Design ntm_adder_arbiter, sky130hd; sources not shown.
**Run 1: met1 routing**

Scale bar: 20 um. Cells faint in the background.
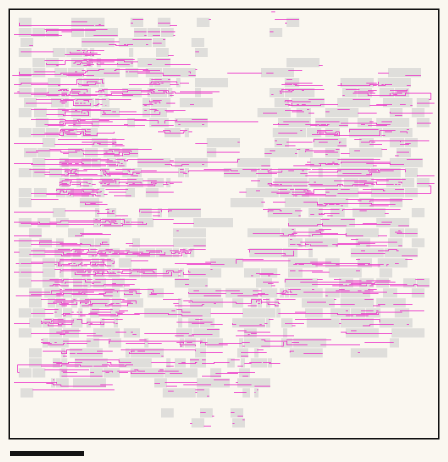
- main direction: horizontal
- share of all routed wire: 45%
- nets with wire on the layer: 458
total wire length after detailed routing: 10,660 um
GR Util met1: 22.30%
vias: 3,206

**Run 1: M2 wires**

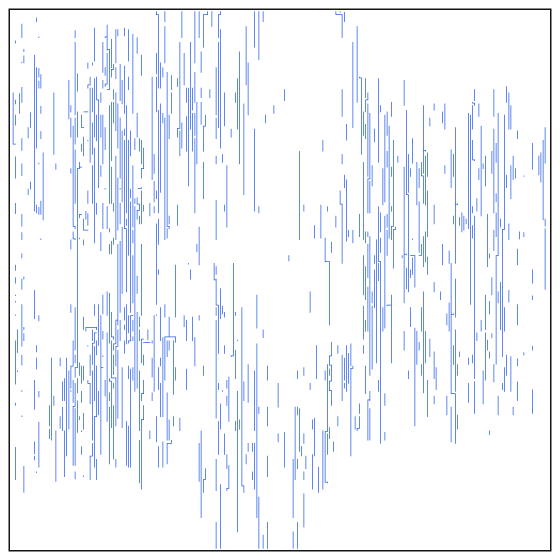
- share of all routed wire: 46%
- nets with wire on the layer: 476
- longest straight run: 42.8 um
met2 Resource Use GR: 25.43%

**Run 1: metal 3**

Scale bar: 20 um.
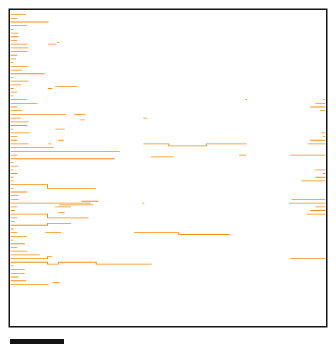
- wire length on this layer: 783 um
- longest straight run: 39.8 um
- main direction: horizontal
- nets with wire on the layer: 105
- share of all routed wire: 7.4%
met3 track demand over resource: 4.982%

==> impl_metrics.tcl, run 1 <==
# place-and-route summary
set metrics [dict create \
    drt.antenna.violating_nets 0 \
    vdd_drop_max_v 0.0001332 \
    synthTopCellsByCount "sky130_fd_sc_hd__dfrtp_1 (79), sky130_fd_sc_hd__mux2_2 (46), sky130_fd_sc_hd__nand2_1 (41), sky130_fd_sc_hd__a211oi_1 (20)" \
    slew-limit-headroom_pct 41.46 \
    num_rows 41 \
    fin_crit_sh_pct 67.59 \
    synth.lib_cells_used.distinct 44 \
    global_route.usage.total_pct 16.55 \
    synth-edff-count 0 \
    final_critical_path_setup_slack_ns 2.657 \
    seqPwrFrac_pct 32.8 \
    clock_sink_count 79 \
    gp_congestion 0.9613 \
    drtIter0Drc 147 \
    synthesis.area_per_instance_um2 12.64 \
    global_route_wire_length_before_repair_um 17060 \
    drt-pass1-iter-count 4 \
    yosys_chip_area_um2 4412 \
    clock_pin_transition_on_the_worst_setup_and_hold_timing_paths_ns 0.05 \
    post-place-ws_ns 2.678 \
    cell_chain_critical_path "clkdlybuf4s50_1 > nor3b_2 > o2bb2ai_2 > nand2_4 > and3_4 > inv_8 > ha_1 > and2_1 > clkdlybuf4s50_1" \
    transition_time_at_the_pin_with_the_least_slew_margin_ns 0.8781 \
    final.hold.worst_slack_ns 0.2315 \
    dieArea_um2 13520 \
    setup_repair_after_global_routing_missed_its_margin "no" \
    fin_total_pwr_mw 2.195 \
    critical_path_arrival_ns 4.16 \
    required_ns 6.82 \
    largest_register_ffs 36 \
    gr-total-overflow 0 \
    hold-path-cell-count 0 \
    max_cap_violations 0 \
    cts_tree "done" \
    numPortBuffers 112 \
    top_cell "sky130_fd_sc_hd__dfrtp_1" \
    run_status "finished, final reports clean" \
    cts_post_setup_buffers_inserted 0 \
    synth-async-reset-ratio_pct 100.0 \
    fin_crit_ns 5.543 \
    clk-insertion-delay-late_ns 0.33 \
    top_area_cell "sky130_fd_sc_hd__dfrtp_1" \
    layout.core_utilization_pct 47.86 \
    netSwitchingPower_mw 0.7503 \
    initial_antenna_violation_count 0 \
    hold_class "reg -> reg" \
    timing.critical_path.from_type "input pin" \
    slew_viol_final 0 \
    timing.reg2reg.setup_slack_ns 5.39 \
    timing_worst_setup_path_type "in -> out" \
    timing.fmax_mhz 180.4 \
    setup-violations-final 0 \
    postSynthNetCount 443 \
    via_count_of_the_first_global_routing_pass 3343 \
    drc_violations_left 0 \
    ctsResizeCount 0 \
    critPathSlowestCell "sky130_fd_sc_hd__o2bb2ai_2" \
    ys_warn_count 0 \
    synth_largest_type_area_fraction_pct 44.81 \
    hold_buffers 0 \
    chipWidth_um 116.3 \
    internal_power_mw 1.445 \
    setup_tns_ns 0 \
    post_synth_inst_count 349 \
    timing.critical_path.max_delay_family "buffers and inverters" \
    path_buffers 3 \
    syn_to_final_growth_pct 35.22 \
    initCoreUtil_pct 35.39 \
    worst_r2r_path_depth 9 \
]
## run 1: worst reg2reg max path: cells and delay by family (launching register included)
family / cells / cell delay, ns
adders and majority gates: 3 / 0.93
and+or+nand+nor: 3 / 0.69
DFF: 1 / 0.40
xor gates and xnor gates: 2 / 0.30
buffers and inverters: 1 / 0.22
## run 1: kinds of logic (layout without fill, tap and decap cells)
group,after synthesis,after routing,share of synthesized area [%]
AND-OR/OR-AND,73,73,17.53
XOR/XNOR,9,9,1.787
buffers and inverters,37,144,4.849
AND/OR/NAND/NOR,78,78,9.047
other,1,1,0.08500
adder cells (fa/ha/maj),14,14,4.311
flip-flops,79,79,44.81
multiplexers,58,58,17.58
## run 1: power by group through the flow
stage	registers (mW)	clock network [mW]	logic, mW
2_1_floorplan	0.678	0	0.755
3_5_place_dp	0.730	0	1.10
5_1_grt	0.750	0.419	1.19
3_3_place_gp	0.732	0	1.03
6_report	0.720	0.390	1.08
4_1_cts	0.725	0.402	1.10
## run 1: layer usage
metal	vias to the layer above	GRT usage, %	wire [um]
met5	-	0	0
met4	0	5.794	196
met3	14	4.982	783
met2	131	25.43	4859
met1	1551	22.30	4816
li1	1510	-	-
## run 1: per-stage QoR
stage	instance area [um^2]	instances
after floorplan	4412	349
after global placement	5588	607
after detailed placement	5673	612
after CTS	5966	628
after global routing	5966	628
final	5966	628
## run 1: placed cells by master, fill, tap and decap left out, types with 2 or more instances in the layout
cell type / n
sky130_fd_sc_hd__nand2_1: 41
sky130_fd_sc_hd__fa_1: 2
sky130_fd_sc_hd__buf_8: 2
sky130_fd_sc_hd__and3_1: 16
sky130_fd_sc_hd__a211oi_1: 20
sky130_fd_sc_hd__o21a_1: 2
sky130_fd_sc_hd__clkbuf_16: 9
sky130_fd_sc_hd__nor2_1: 2
sky130_fd_sc_hd__nor2b_1: 3
sky130_fd_sc_hd__and2_1: 5
sky130_fd_sc_hd__o21ai_1: 3
sky130_fd_sc_hd__xnor2_1: 4
sky130_fd_sc_hd__a211oi_2: 12
sky130_fd_sc_hd__o31ai_2: 16
sky130_fd_sc_hd__clkdlybuf4s50_1: 111
sky130_fd_sc_hd__mux4_2: 11
sky130_fd_sc_hd__dfrtp_1: 79
sky130_fd_sc_hd__a221oi_2: 11
sky130_fd_sc_hd__clkbuf_1: 3
sky130_fd_sc_hd__a221oi_1: 5
sky130_fd_sc_hd__o21ai_0: 2
sky130_fd_sc_hd__buf_4: 2
sky130_fd_sc_hd__inv_1: 9
sky130_fd_sc_hd__xor2_1: 5
sky130_fd_sc_hd__ha_1: 12
sky130_fd_sc_hd__mux2_2: 46
## run 1: cell type report
cell class                 instances  area [um^2]
tap                              172        215.2
inverter                          11        51.30
clock buffer                      13        250.2
timing repair buffer             117         1204
multi-input combinational        233         2226
fill                            1128         6500
clock inverter                     3        42.54
sequential                        79         1977
## Run 2: what changed since run 1
==> constraint.sdc (replaced) <==
create_clock -name clk -period 5.4 [get_ports clk]
set_clock_uncertainty 0.15 [all_clocks]
set_input_delay 0.81 -clock clk [delete_from_list [all_inputs] [get_ports clk]]
set_output_delay 0.81 -clock clk [all_outputs]
set_load 0.005 [all_outputs]
==> impl_metrics.tcl, run 2 <==
# place-and-route summary
set metrics [dict create \
    drt.antenna.violating_nets 0 \
    global_route_wire_length_before_repair_um 17280 \
    synth-async-reset-ratio_pct 100.0 \
    most_frequent_logic_cell_in_the_layout "sky130_fd_sc_hd__clkdlybuf4s50_1" \
    postSynthNetCount 443 \
    num_rows 41 \
    synth-edff-count 0 \
    slew-limit-headroom_pct 33.82 \
    synth.cellmix.adderShare_pct 4.311 \
    vdd_drop_max_v 0.0002205 \
    hold_class "reg -> reg" \
    max_cap_violations 0 \
    xor_area_share_pct 1.787 \
    transition_time_at_the_pin_with_the_least_slew_margin_ns 0.9861 \
    cts_tree "done" \
    synthTopCellsByCount "sky130_fd_sc_hd__dfrtp_1 (79), sky130_fd_sc_hd__mux2_2 (46), sky130_fd_sc_hd__nand2_1 (41), sky130_fd_sc_hd__a211oi_1 (20)" \
    via_count_of_the_first_global_routing_pass 3339 \
    numPortBuffers 112 \
    fin_crit_sh_pct 83.96 \
    ys_sh_simple_pct 9.047 \
    yosys.area_share.aoi_pct 17.53 \
    timing.fmax_mhz 220.6 \
    synthesis.area_per_instance_um2 12.64 \
    setup_repair_after_global_routing_missed_its_margin "no" \
    chipWidth_um 116.3 \
    largest_register_ffs 36 \
    top_area_cell "sky130_fd_sc_hd__dfrtp_1" \
    drt-pass1-iter-count 4 \
    post-place-ws_ns 0.9180 \
    required_ns 4.44 \
    top_cell "sky130_fd_sc_hd__dfrtp_1" \
    muxShareOfSynthArea_pct 17.58 \
    synth_largest_type_area_fraction_pct 44.81 \
    run_status "finished, final reports clean" \
    initCoreUtil_pct 35.39 \
    final.hold.worst_slack_ns 0.2236 \
    clk-insertion-delay-late_ns 0.33 \
    fin_crit_ns 4.534 \
]
-- run 2: layout make-up --
| cell class | instances | area [um^2] |
|---|---|---|
| inverter | 11 | 51.30 |
| timing repair buffer | 116 | 1161 |
| clock inverter | 7 | 96.34 |
| clock buffer | 9 | 225.2 |
| tap | 172 | 215.2 |
| fill | 1147 | 6514 |
| multi-input combinational | 233 | 2226 |
| sequential | 79 | 1977 |
-- run 2: critical path, stage by stage --
cell and delay [ns]:
sky130_fd_sc_hd__clkdlybuf4s50_1 0.51, sky130_fd_sc_hd__nor2b_1 0.21, sky130_fd_sc_hd__o21ai_1 0.77, sky130_fd_sc_hd__and3_4 0.37, sky130_fd_sc_hd__inv_8 0.12, sky130_fd_sc_hd__ha_1 0.20, sky130_fd_sc_hd__and2_1 0.13, sky130_fd_sc_hd__clkdlybuf4s50_1 0.44
-- run 2: cell families (layout without fill, tap and decap cells) --
group	count (synthesis)	in the layout
other cells	1	1
compound gates	73	73
mux	58	58
flops	79	79
buf+inv	37	143
xor+xnor	9	9
fa+ha+maj	14	14
simple gates	78	78
-- run 2: metrics by stage --
stage / instance area [um^2] / std cells
5_1_grt: 5952 / 627
3_5_place_dp: 5630 / 611
3_3_place_gp: 5610 / 610
2_1_floorplan: 4412 / 349
6_report: 5952 / 627
4_1_cts: 5952 / 627
-- run 2: layer usage --
layer	GRT usage, %	vias up	part of all wire [%]
li1	-	1503	-
met1	22.13	1556	45
met2	26.32	124	45
met3	5.760	13	7.8
met4	5.635	0	1.4
met5	0	-	0
-- run 2: report_power, final --
| group | switching [mW] | internal [mW] | total, mW |
|---|---|---|---|
| sequential | 0.223 | 0.890 | 1.11 |
| combinational | 0.702 | 0.906 | 1.61 |
| clock | 0.243 | 0.406 | 0.649 |
**Run 2: M2 wires**

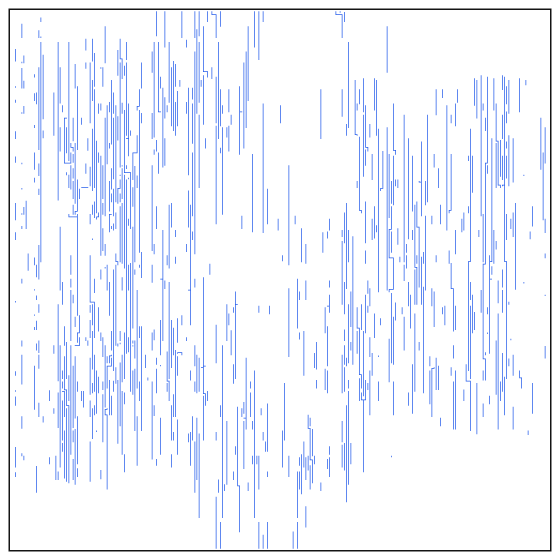
- nets with wire on the layer: 469
- main direction: vertical
- wire length on this layer: 4,970 um
- share of all routed wire: 45%
- longest straight run: 47.3 um
met2 Resource Use GR: 26.32%
total wire length after detailed routing: 10,950 um
vias: 3,196

Power is estimated from default activity; no workload was simulated.
